File: src/rtl/uart_tx_cfg.sv
// uart_tx_cfg: parametrised UART transmitter with an input FIFO.
// Frame = start(0), DATA_BITS data bits (LSB or MSB first), optional parity,
// STOP_BITS stop bits(1). Words queue in a power-of-two FIFO and leave back-to-back.
//
// Handshake: a word is transferred on a rising clk edge where tx_valid and
// tx_ready are both high. tx_ready depends only on registered state (FIFO not
// full). The producer may change or drop tx_valid at any time, and tx_data is
// ignored whenever the transfer condition is not met.
module uart_tx_cfg #(
    parameter int CLK_FREQ   = 50_000_000,
    parameter int BAUD       = 115200,
    parameter int DATA_BITS  = 8,
    parameter int PARITY     = 0,
    parameter int STOP_BITS  = 1,
    parameter int MSB_FIRST  = 0,
    parameter int FIFO_DEPTH = 4
) (
    input  logic                          clk,
    input  logic                          rst_n,
    input  logic                          tx_valid,
    input  logic [DATA_BITS-1:0]          tx_data,
    output logic                          tx_ready,
    output logic                          tx,
    output logic                          busy,
    output logic                          tx_done,
    output logic [$clog2(FIFO_DEPTH):0]   fifo_count
);

    localparam int BAUD_DIV = CLK_FREQ / BAUD;
    localparam int BCW      = (BAUD_DIV < 2) ? 1 : $clog2(BAUD_DIV);
    localparam int AW       = $clog2(FIFO_DEPTH);
    localparam int CW       = AW + 1;
    // Wide enough for the largest legal data-bit index (8).
    localparam int BITW     = 4;

    // Reject configurations the datapath cannot represent.
    if (BAUD_DIV < 2) begin : g_bad_baud
        $error("uart_tx_cfg: CLK_FREQ/BAUD must be at least 2");
    end
    if (DATA_BITS < 5 || DATA_BITS > 9) begin : g_bad_data_bits
        $error("uart_tx_cfg: DATA_BITS must be 5..9");
    end
    if (PARITY < 0 || PARITY > 2) begin : g_bad_parity
        $error("uart_tx_cfg: PARITY must be 0, 1 or 2");
    end
    if (STOP_BITS < 1 || STOP_BITS > 2) begin : g_bad_stop_bits
        $error("uart_tx_cfg: STOP_BITS must be 1 or 2");
    end
    if (FIFO_DEPTH < 2 || (FIFO_DEPTH & (FIFO_DEPTH - 1)) != 0) begin : g_bad_depth
        $error("uart_tx_cfg: FIFO_DEPTH must be a power of two, at least 2");
    end

    typedef enum logic [2:0] {
        S_IDLE,
        S_START,
        S_DATA,
        S_PARITY,
        S_STOP
    } state_t;

    // ------------------------------------------------------------------
    // Input FIFO
    // ------------------------------------------------------------------
    logic [DATA_BITS-1:0] mem [FIFO_DEPTH];
    logic [AW-1:0]        wr_ptr;
    logic [AW-1:0]        rd_ptr;
    logic [DATA_BITS-1:0] head;
    logic                 push;
    logic                 pop;
    logic                 fifo_nonempty;

    assign tx_ready      = (fifo_count != CW'(FIFO_DEPTH));
    assign push          = tx_valid && tx_ready;
    assign fifo_nonempty = (fifo_count != '0);
    assign head          = mem[rd_ptr];

    // Storage array: written on every accepted word, no reset needed.
    always_ff @(posedge clk) begin
        if (push) begin
            mem[wr_ptr] <= tx_data;
        end
    end

    // Pointers and occupancy; a simultaneous push and pop leaves the count alone.
    always_ff @(posedge clk or negedge rst_n) begin
        if (!rst_n) begin
            wr_ptr     <= '0;
            rd_ptr     <= '0;
            fifo_count <= '0;
        end else begin
            if (push) begin
                wr_ptr <= wr_ptr + 1'b1;
            end
            if (pop) begin
                rd_ptr <= rd_ptr + 1'b1;
            end
            case ({push, pop})
                2'b10:   fifo_count <= fifo_count + 1'b1;
                2'b01:   fifo_count <= fifo_count - 1'b1;
                default: fifo_count <= fifo_count;
            endcase
        end
    end

    // ------------------------------------------------------------------
    // Frame sequencer
    // ------------------------------------------------------------------
    state_t               state;
    logic [BCW-1:0]       baud_cnt;
    logic [BITW-1:0]      bit_cnt;
    logic [DATA_BITS-1:0] shreg;
    logic                 par_bit;
    logic                 baud_last;
    logic                 data_last;
    logic                 stop_last;
    logic                 head_par;
    logic                 line;

    assign baud_last = (baud_cnt == BCW'(BAUD_DIV - 1));
    assign data_last = (bit_cnt == BITW'(DATA_BITS - 1));
    assign stop_last = (bit_cnt == BITW'(STOP_BITS - 1));
    // Even parity is the XOR of the data; odd parity is its complement.
    assign head_par  = (^head) ^ (PARITY == 1);
    // A word leaves the FIFO when idle, or on the very last stop cycle so the
    // next start bit follows without a gap.
    assign pop = fifo_nonempty &&
                 ((state == S_IDLE) || (state == S_STOP && baud_last && stop_last));

    // Line level implied by the current state; registered into tx one cycle later.
    always_comb begin
        line = 1'b1;
        case (state)
            S_START:  line = 1'b0;
            S_DATA:   line = (MSB_FIRST != 0) ? shreg[DATA_BITS-1] : shreg[0];
            S_PARITY: line = par_bit;
            default:  line = 1'b1;
        endcase
    end

    // Frame FSM with registered tx, busy and tx_done.
    always_ff @(posedge clk or negedge rst_n) begin
        if (!rst_n) begin
            state    <= S_IDLE;
            baud_cnt <= '0;
            bit_cnt  <= '0;
            shreg    <= '0;
            par_bit  <= 1'b0;
            tx       <= 1'b1;
            busy     <= 1'b0;
            tx_done  <= 1'b0;
        end else begin
            tx      <= line;
            tx_done <= 1'b0;
            case (state)
                S_IDLE: begin
                    if (pop) begin
                        shreg    <= head;
                        par_bit  <= head_par;
                        baud_cnt <= '0;
                        bit_cnt  <= '0;
                        busy     <= 1'b1;
                        state    <= S_START;
                    end
                end
                S_START: begin
                    if (baud_last) begin
                        baud_cnt <= '0;
                        bit_cnt  <= '0;
                        state    <= S_DATA;
                    end else begin
                        baud_cnt <= baud_cnt + 1'b1;
                    end
                end
                S_DATA: begin
                    if (baud_last) begin
                        baud_cnt <= '0;
                        if (MSB_FIRST != 0) begin
                            shreg <= {shreg[DATA_BITS-2:0], 1'b0};
                        end else begin
                            shreg <= {1'b0, shreg[DATA_BITS-1:1]};
                        end
                        if (data_last) begin
                            bit_cnt <= '0;
                            state   <= (PARITY != 0) ? S_PARITY : S_STOP;
                        end else begin
                            bit_cnt <= bit_cnt + 1'b1;
                        end
                    end else begin
                        baud_cnt <= baud_cnt + 1'b1;
                    end
                end
                S_PARITY: begin
                    if (baud_last) begin
                        baud_cnt <= '0;
                        bit_cnt  <= '0;
                        state    <= S_STOP;
                    end else begin
                        baud_cnt <= baud_cnt + 1'b1;
                    end
                end
                S_STOP: begin
                    if (baud_last) begin
                        baud_cnt <= '0;
                        if (stop_last) begin
                            tx_done <= 1'b1;
                            bit_cnt <= '0;
                            if (pop) begin
                                shreg   <= head;
                                par_bit <= head_par;
                                state   <= S_START;
                            end else begin
                                busy  <= 1'b0;
                                state <= S_IDLE;
                            end
                        end else begin
                            bit_cnt <= bit_cnt + 1'b1;
                        end
                    end else begin
                        baud_cnt <= baud_cnt + 1'b1;
                    end
                end
                default: begin
                    busy  <= 1'b0;
                    state <= S_IDLE;
                end
            endcase
        end
    end

endmodule
File: config.mk
export PLATFORM = sky130hd
export DESIGN_NAME = uart_tx_cfg
export DESIGN_NICKNAME = d
export VERILOG_FILES = /design/src/rtl/uart_tx_cfg.sv
export SDC_FILE = /design/constraint.sdc
export NUM_CORES = 1
export LEC_CHECK = 0
export CORE_ASPECT_RATIO = 0.6
export CORE_MARGIN = 3
export CORE_UTILIZATION = 60
export CTS_BUF_LIST = sky130_fd_sc_hd__clkbuf_2 sky130_fd_sc_hd__clkbuf_4 sky130_fd_sc_hd__clkbuf_8
export CTS_CLUSTER_SIZE = 40
export DETAILED_ROUTE_END_ITERATION = 7
export GPL_ROUTABILITY_DRIVEN = 0
export HOLD_SLACK_MARGIN = 0.02
export PLACE_DENSITY = 0.8
export SETUP_SLACK_MARGIN = 0.05
export SYNTH_ARGS = -nofsm -noshare
export SYNTH_HDL_FRONTEND = slang
export SYNTH_SLANG_ARGS = --single-unit
File: constraint.sdc
create_clock -name clk -period 6.5 [get_ports clk]
set_input_delay 1.3 -clock clk [delete_from_list [all_inputs] [get_ports clk]]
set_output_delay 1.3 -clock clk [all_outputs]
set_load 0.02 [all_outputs]
### Routed clock nets over the placement, run 1

The bar under the picture is 20 um long.
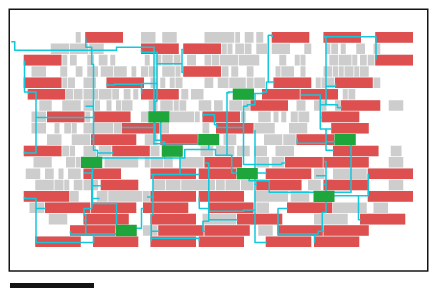
clock wires: marked cyan, length 785 um. clock-net drivers: marked green, count 9. flip-flops: marked red, count 67.
Position of the flops: spread over the die.

### Cell outlines without signal wires, run 1

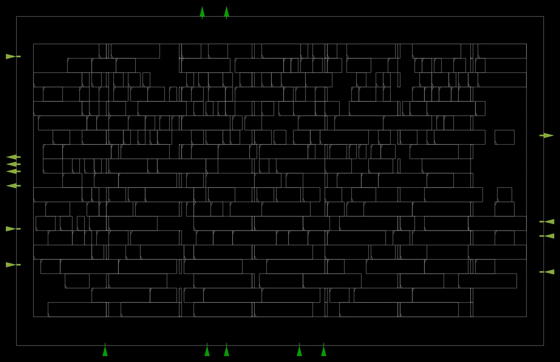
n_taps: 63
seq_cells: 67

### Routed metal, one colour a layer, run 1

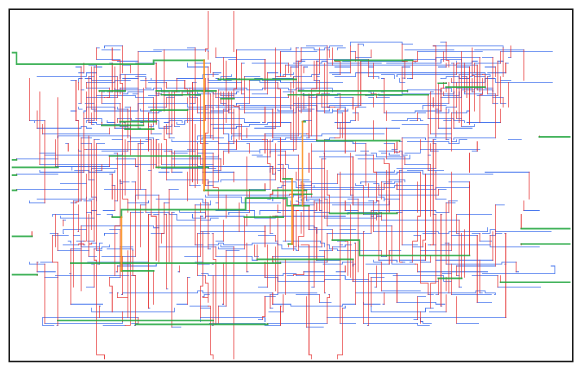
M1: marked blue, wire length 2950 um. M3: marked green, wire length 483 um. M4: marked orange, wire length 59.2 um. M2: marked red, wire length 2730 um.

[run 1: worst max-delay path, stage by stage, from the launching register on]
cell	delay, ns
dfrtp_1	0.39
inv_1	0.09
ha_1	0.17
or3b_2	0.47
o31a_1	0.32
nand3b_4	0.29
inv_2	0.14
ha_1	0.19
inv_1	0.06
fa_1	0.37
xor2_1	0.15
nor2_1	0.12
xor2_1	0.16
[run 1: sequential cells by signal (all words and copies together) (netlist names)]
signal,cells
baud_cnt,9
bit_cnt,4
busy,1
fifo_count,3
mem,32
par_bit,1
rd_ptr,2
shreg,8
state,3
tx,1
tx_done,1
wr_ptr,2
[run 1: placed cells by master, fill, tap and decap left out, drive strengths merged, types with 3 or more instances in the layout]
| cell type | Yosys | final |
|---|---|---|
| o22ai | 8 | 8 |
| clkbuf | 2 | 13 |
| a21oi | 3 | 3 |
| clkinv | 0 | 3 |
| inv | 12 | 12 |
| or3b | 3 | 3 |
| nand3 | 9 | 9 |
| a2bb2oi | 7 | 7 |
| o21ai | 23 | 23 |
| edfxtp | 32 | 32 |
| nor2 | 16 | 16 |
| and3 | 5 | 5 |
| mux4 | 8 | 8 |
| nand2 | 15 | 15 |
| nor3 | 3 | 3 |
| xnor2 | 13 | 13 |
| xor2 | 3 | 3 |
| ha | 9 | 9 |
| clkdlybuf4s50 | 0 | 17 |
| dfrtp | 34 | 34 |
| nand2b | 4 | 4 |
[run 1: where the power goes]
group          internal (mW)  leakage, nW  switching (mW)
Sequential             0.560        0.737           0.117
Clock                  0.160       0.0974           0.145
Combinational          0.262        0.557           0.276
[run 1: metrics by stage]
step	worst slack, ns	util (%)	std cells
6_report	3.489	73.66	334
5_1_grt	3.288	73.66	334
4_1_cts	3.490	73.66	334
3_5_place_dp	3.349	70.03	318
3_3_place_gp	3.440	70.03	318
2_1_floorplan	3.900	-	245
[run 1: path summary, 6_finish.rpt]
path | start | end | slack (ns)
max | bit_cnt[0] | fifo_count[2] | 3.49
min | par_bit | par_bit | 0.52
max reg2reg | bit_cnt[0] | fifo_count[2] | 3.49
min reg2reg | par_bit | par_bit | 0.52
max in group asynchronous | rst_n | tx | 4.78
min in group asynchronous | rst_n | shreg[1] | 1.38
[run 1: cell type report]
type / instances / area [um^2]
timing repair buffer: 18 / 177.7
tap: 63 / 78.83
multi-input combinational: 158 / 1240
clock buffer: 13 / 160.2
inverter: 12 / 45.04
sequential: 67 / 1838
clock inverter: 3 / 15.01
fill: 330 / 1271
[run 1: per-layer routing]
layer / share of wire, % / vias to the layer above / routed length (um)
li1: - / 953 / -
met1: 47 / 1000 / 2947
met2: 44 / 82 / 2726
met3: 7.8 / 8 / 482
met4: 0.95 / 0 / 59
met5: 0 / - / 0
[run 1: logic make-up after synthesis]
logic type | after synthesis
XOR/XNOR | 16
multiplexers | 9
AND-OR/OR-AND | 52
buffers and inverters | 20
AND/OR/NAND/NOR | 71
adder cells (fa/ha/maj) | 10
flip-flops | 67
==> Slide: Implementation Results, run 1 <==
Synthesis and Place & Route Summary

Run status
  • Status: finished, final reports clean

Run
  • Max_cap viols: 0
  • Log Warnings: 31

Clock tree
  • Clock root buffer master: clkbuf_8
  • Hold-fix buffers at CTS: 0
  • Post-CTS resize count: 0
  • Clock slew at reported path FFs: 0.07 ns
  • H-tree depth: 3
  • TritonCTS clock tree: built
  • Latency at later pin: roughly 0.33 ns
  • Num Clock Sinks: between 60 and 70
  • Max clock buf depth: 2
  • CTS buffer count: 9

Worst setup path
  • Crit. End Element: register
  • Worst path arrival time: 3.27 ns
  • Critical Path Source Type: register
  • Crit-path max FO: 13
  • Critical Path RT: 6.75 ns
  • Setup CP Type: register to register
  • Worst Reg-to-Reg Cells: 12

Finish
  • Ant. Diodes: 0
  • Post-route design area: 0.003555 mm^2
  • Share of cells above drive strength 1: approximately 16%
  • NumNets Final: approximately 290
  • P&R area growth vs syn: 12.07%

Logic synthesis
  • Yosys simple share: 12.74%
  • Yosys warning count: 0
  • Top cell type by total area after synthesis: edfxtp_1
  • Yosys cell types: 52
  • Most frequent cell after synthesis: dfrtp_1
  • Asr flop ratio synth: 52.24%
  • Syn Inst Count: 245
  • Top area cell types: edfxtp_1 30%, dfrtp_1 27%, mux4_2 5.7%
  • Syn avg cell area: 12.95 um^2
  • Adder Share, Synth: under 10%
  • Post-synth top flop: dfrtp_1
  • Flops & latches, synth: 67
  • Post-synthesis instance area: 0.003172 mm^2
  • Top comb family, area: simple AND/OR/NAND/NOR gates
  • Net Count, Synth: 266
  • Synth cell count leaders: 34 x dfrtp_1, 32 x edfxtp_1, 20 x o21ai_0
  • Total cells reported by yosys after synthesis: roughly 250
  • Xor/xnor share: 4.655%
  • Area share, top type: 30.30%
  • Yosys aoi share: 11.52%
  • Mux area share: 5.996%
  • Register area share after synthesis: 57.95%
  • YS chip area: 0.003172 mm^2

Floorplanning
  • Pre-Place Util: 65.72%
  • Chip area: 0.006224 mm^2
  • Die span in x: about 100 um
  • Chip height: 62.32 um
  • Row count: 19

Detailed routing
  • Post-route ant nets: 0
  • Wire per inst: roughly 19 um
  • Vias per cell: 6.117
  • Total Wirelength: between 6000 and 7000 um
  • # DRC: 0
  • Drt pass-1 iters: 5

STA
  • Highest clock rate: 0.3321 GHz
  • Setup TNS: 0 ns
  • Max transition margin: 57.81%
  • Hold slack: 0.5172 ns
  • Hold Fails Final Rpt: 0
  • Final period util: 46.32%
  • Unrepaired setup endpoints after global routing: false
  • Clock Skew: 0.008442 ns
  • Post-route minimum period: 3.011 ns
  • Worst-margin pin slew: 0.6328 ns

Global route
  • First-pass GRT wire length: around 10000 um
  • Met1 Use GR: 33.84%
  • Grt peak-use layer: met1
  • Largest net degree at the start of global routing: 36
  • GR Layer Usage met3: 5.705%
  • Vias in the first global route: 2038
  • GRT Residual Overflow: 0
  • Antenna violations before repair: 0

Power
  • Pleak: 1.392 nW
  • Pwr Density: 427.7 mW/mm^2

Placed design
  • Hpwl dp: 4307 um
  • Port Buffers: 17
  • Post-placement cell area: 0.003379 mm^2

Worst hold path
  • Hold path depth: 2
  • Hold Crit Class: register to register
### Met3 routing, run 1

The bar under the picture is 20 um long.
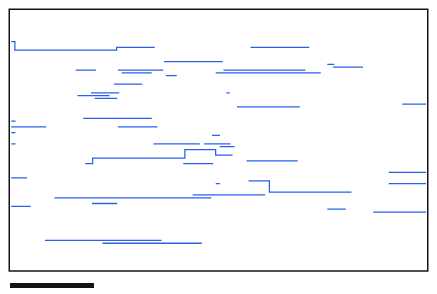

==> run 2: changes to the inputs <==
Clock period 6.5 ns to 2.85 ns, I/O delays scaled along.
### Met3 routing, run 2

The bar under the picture is 20 um long.
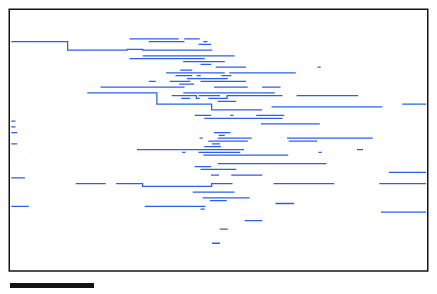
The longest straight run is 26.2 um. The wires run mostly horizontal. The layer holds 11% of the routed length. 57 nets have wire on it.

### Routed clock nets over the placement, run 2

The bar under the picture is 20 um long.
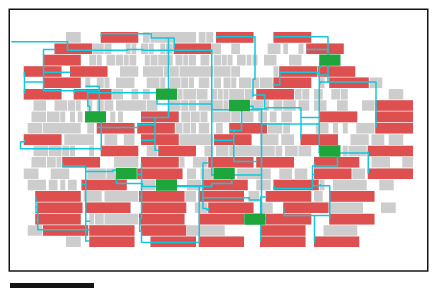
clock-net drivers: marked green, count 9. clock wires: marked cyan, length 788 um. flip-flops: marked red, count 67.
Position of the flops: spread over the die. There are 10 routed clock nets.
Clk. pwr: 0.824 mW
Clock power frac: 22.5%
Latency at later pin: 0.34 ns
Clock Skew: 0.006986 ns

==> Slide: Implementation Results, run 2 <==
Synthesis and Place & Route Summary

Global route
  • Antenna violations before repair: 0 (unchanged)
  • GRT Residual Overflow: 0 (unchanged)
  • Vias in the first global route: 2045 (was 2038)
  • First-pass GRT wire length: 10360 um (was 10470 um)
  • Largest net degree at the start of global routing: 36 (unchanged)

Worst setup path
  • Setup CP Type: register to register (unchanged)
  • Critical Path RT: 3.12 ns (was 6.75 ns)
  • Cell Chain, Critical Path: inv_2, ha_4, or3b_2, o31a_1, nand3b_4, inv_2, ha_4, inv_1, fa_1, xor2_1, nor2_1, xor2_1 (was inv_1, ha_1, or3b_2, o31a_1, nand3b_4, inv_2, ha_1, inv_1, fa_1, xor2_1, nor2_1, xor2_1)
  • Worst path max stage delay: 0.45 ns (was 0.47 ns)
  • Crit. End Element: register (unchanged)
  • Worst path arrival time: 2.98 ns (was 3.27 ns)
  • Critical Path Source Type: register (unchanged)
  • Slowest cell on the critical path: or3b_2 (unchanged)
  • Crit-path max FO: 3 (was 13)

STA
  • Unrepaired setup endpoints after global routing: false (unchanged)
  • Final setup margin: 0.1388 ns (was 3.489 ns)
  • Final period util: 95.13% (was 46.32%)
  • Highest clock rate: 0.3688 GHz (was 0.3321 GHz)
  • Setup TNS: 0 ns (unchanged)
  • Hold slack: 0.4817 ns (was 0.5172 ns)
  • Worst-margin pin slew: 0.5815 ns (was 0.6328 ns)
  • Post-route minimum period: 2.711 ns (was 3.011 ns)
  • Hold Fails Final Rpt: 0 (unchanged)

Run
  • Max_cap viols: 0 (unchanged)
  • Log Warnings: 31 (unchanged)

Power
  • Pwr Density: 1004 mW/mm^2 (was 427.7 mW/mm^2)
  • Pleak: 1.424 nW (was 1.392 nW)

Finish
  • Biggest register: mem (unchanged)
  • Ant. Diodes: 0 (unchanged)
  • Share of cells above drive strength 1: 18.05% (was 16.24%)
  • P&R area growth vs syn: 15.27% (was 12.07%)
  • Top cells excl fill/tap: 34 x dfrtp_1, 32 x edfxtp_1, 20 x o21ai_0 (unchanged)
  • NumNets Final: 293 (was 287)
  • Most frequent logic cell in the layout: dfrtp_1 (unchanged)
  • Finished Layout Cells: 340 (was 334)
  • Max FFs per register: 32 (unchanged)

Logic synthesis
  • Asr flop ratio synth: 52.24% (unchanged)
  • Post-synthesis instance area: 0.003172 mm^2 (unchanged)
  • Syn avg cell area: 12.95 um^2 (unchanged)
  • Top area cell types: edfxtp_1 30%, dfrtp_1 27%, mux4_2 5.7% (unchanged)
  • Most frequent cell after synthesis: dfrtp_1 (unchanged)
  • Synth cell count leaders: 34 x dfrtp_1, 32 x edfxtp_1, 20 x o21ai_0 (unchanged)
  • Total cells reported by yosys after synthesis: 245 (unchanged)
  • Syn Inst Count: 245 (unchanged)
  • Post-synth top flop: dfrtp_1 (unchanged)
  • Yosys warning count: 0 (unchanged)
  • Top cell type by total area after synthesis: edfxtp_1 (unchanged)
  • Yosys cell types: 52 (unchanged)
  • Register area share after synthesis: 57.95% (unchanged)
  • YS chip area: 0.003172 mm^2 (unchanged)
  • Flops & latches, synth: 67 (unchanged)
  • Area share, top type: 30.30% (unchanged)
  • Net Count, Synth: 266 (unchanged)

Placed design
  • Port Buffers: 17 (unchanged)
  • Hpwl dp: 4163 um (was 4307 um)
  • Place WS: 0.1258 ns (was 3.349 ns)
  • Placed insts: 320 (was 318)

Clock tree
  • Clock root buffer master: clkbuf_8 (unchanged)
  • H-tree depth: 3 (unchanged)
  • Num Clock Sinks: 67 (unchanged)
  • TritonCTS clock tree: built (unchanged)
  • Max clock buf depth: 2 (unchanged)
  • Clock slew at reported path FFs: 0.07 ns (about the same)

Detailed routing
  • Drt pass-1 iters: 6 (was 5)
  • # DRC: 0 (unchanged)
  • Vias per cell: 6.188 (was 6.117)
  • Post-route ant nets: 0 (unchanged)
  • Total Wirelength: 6677 um (was 6216 um)

Floorplanning
  • Chip height: 62.32 um (unchanged)
  • Pre-Place Util: 65.72% (unchanged)
  • Chip area: 0.006224 mm^2 (unchanged)
  • Die span in x: 99.87 um (unchanged)
  • Row count: 19 (unchanged)

Worst hold path
  • Hold Crit Class: register to register (unchanged)

Run status
  • Status: finished, final reports clean (unchanged)
[run 2: cell counts after synthesis]
Identical to the previous run, type by type.
[run 2: kinds of logic (layout without fill, tap and decap cells)]
kind of cell    after synthesis  count (layout)  share of synthesized area (%)
compound gates               52              52                          11.52
xor+xnor                     16              16                          4.655
buf+inv                      20              52                          2.958
simple gates                 71              71                          12.74
mux                           9               9                          5.996
fa+ha+maj                    10              10                          4.182
flops                        67              67                          57.95
[run 2: worst paths after layout]
check	from	to	slack, ns	depth (start not counted)
min in group asynchronous	rst_n	par_bit	0.64	2
worst min register to register	par_bit	par_bit	0.48	2
worst min-delay path	par_bit	par_bit	0.48	2
worst max-delay path	bit_cnt[0]	fifo_count[2]	0.14	12
worst max register to register	bit_cnt[0]	fifo_count[2]	0.14	12
max in group asynchronous	rst_n	tx	1.87	2
[run 2: per-layer routing]
| metal | vias up | routed length, um | GRT usage (%) |
|---|---|---|---|
| li1 | 954 | - | - |
| met1 | 981 | 3055 | 35.10 |
| met2 | 140 | 2649 | 26.83 |
| met3 | 29 | 725 | 7.494 |
| met4 | 0 | 246 | 9.540 |
| met5 | - | 0 | 0 |
[run 2: where the power goes]
part / leakage (nW) / internal [mW] / switching, mW
Sequential: 0.737 / 1.28 / 0.246
Clock: 0.0994 / 0.480 / 0.344
Combinational: 0.587 / 0.649 / 0.673
Total: 1.42 / 2.41 / 1.26
[run 2: final cells by class]
type	count	area, um^2
repair buffers	24	222.7
clock inverters	7	82.58
fillers	312	1170
multi-input cells	158	1265
well taps	63	78.83
flip-flops and latches	67	1838
clock buffers	9	123.9
inverters	12	45.04
[run 2: critical path: cells and delay by family (launching register included)]
kind | cells | cell delay (ns)
xor gates and xnor gates | 2 | 0.31
AOI/OAI and AO/OA | 1 | 0.31
DFF | 1 | 0.39
buffers and inverters | 3 | 0.24
and+or+nand+nor | 3 | 0.73
adders and majority gates | 3 | 0.65
[run 2: timing repair]
item,in CTS,in global routing
resized,0,6
setup endpoints to repair,0,1
buffers inserted,0,4
hold buffers,0,0
[run 2: metrics by stage]
step,cell area [um^2],power [mW],util [%]
after floorplan,3172,2.460,-
after global placement,3395,2.743,70.34
after detailed placement,3395,2.772,70.34
after CTS,3601,3.608,74.62
after global routing,3656,3.881,75.76
final,3656,3.671,75.76
Power is estimated from default activity; no workload was simulated.
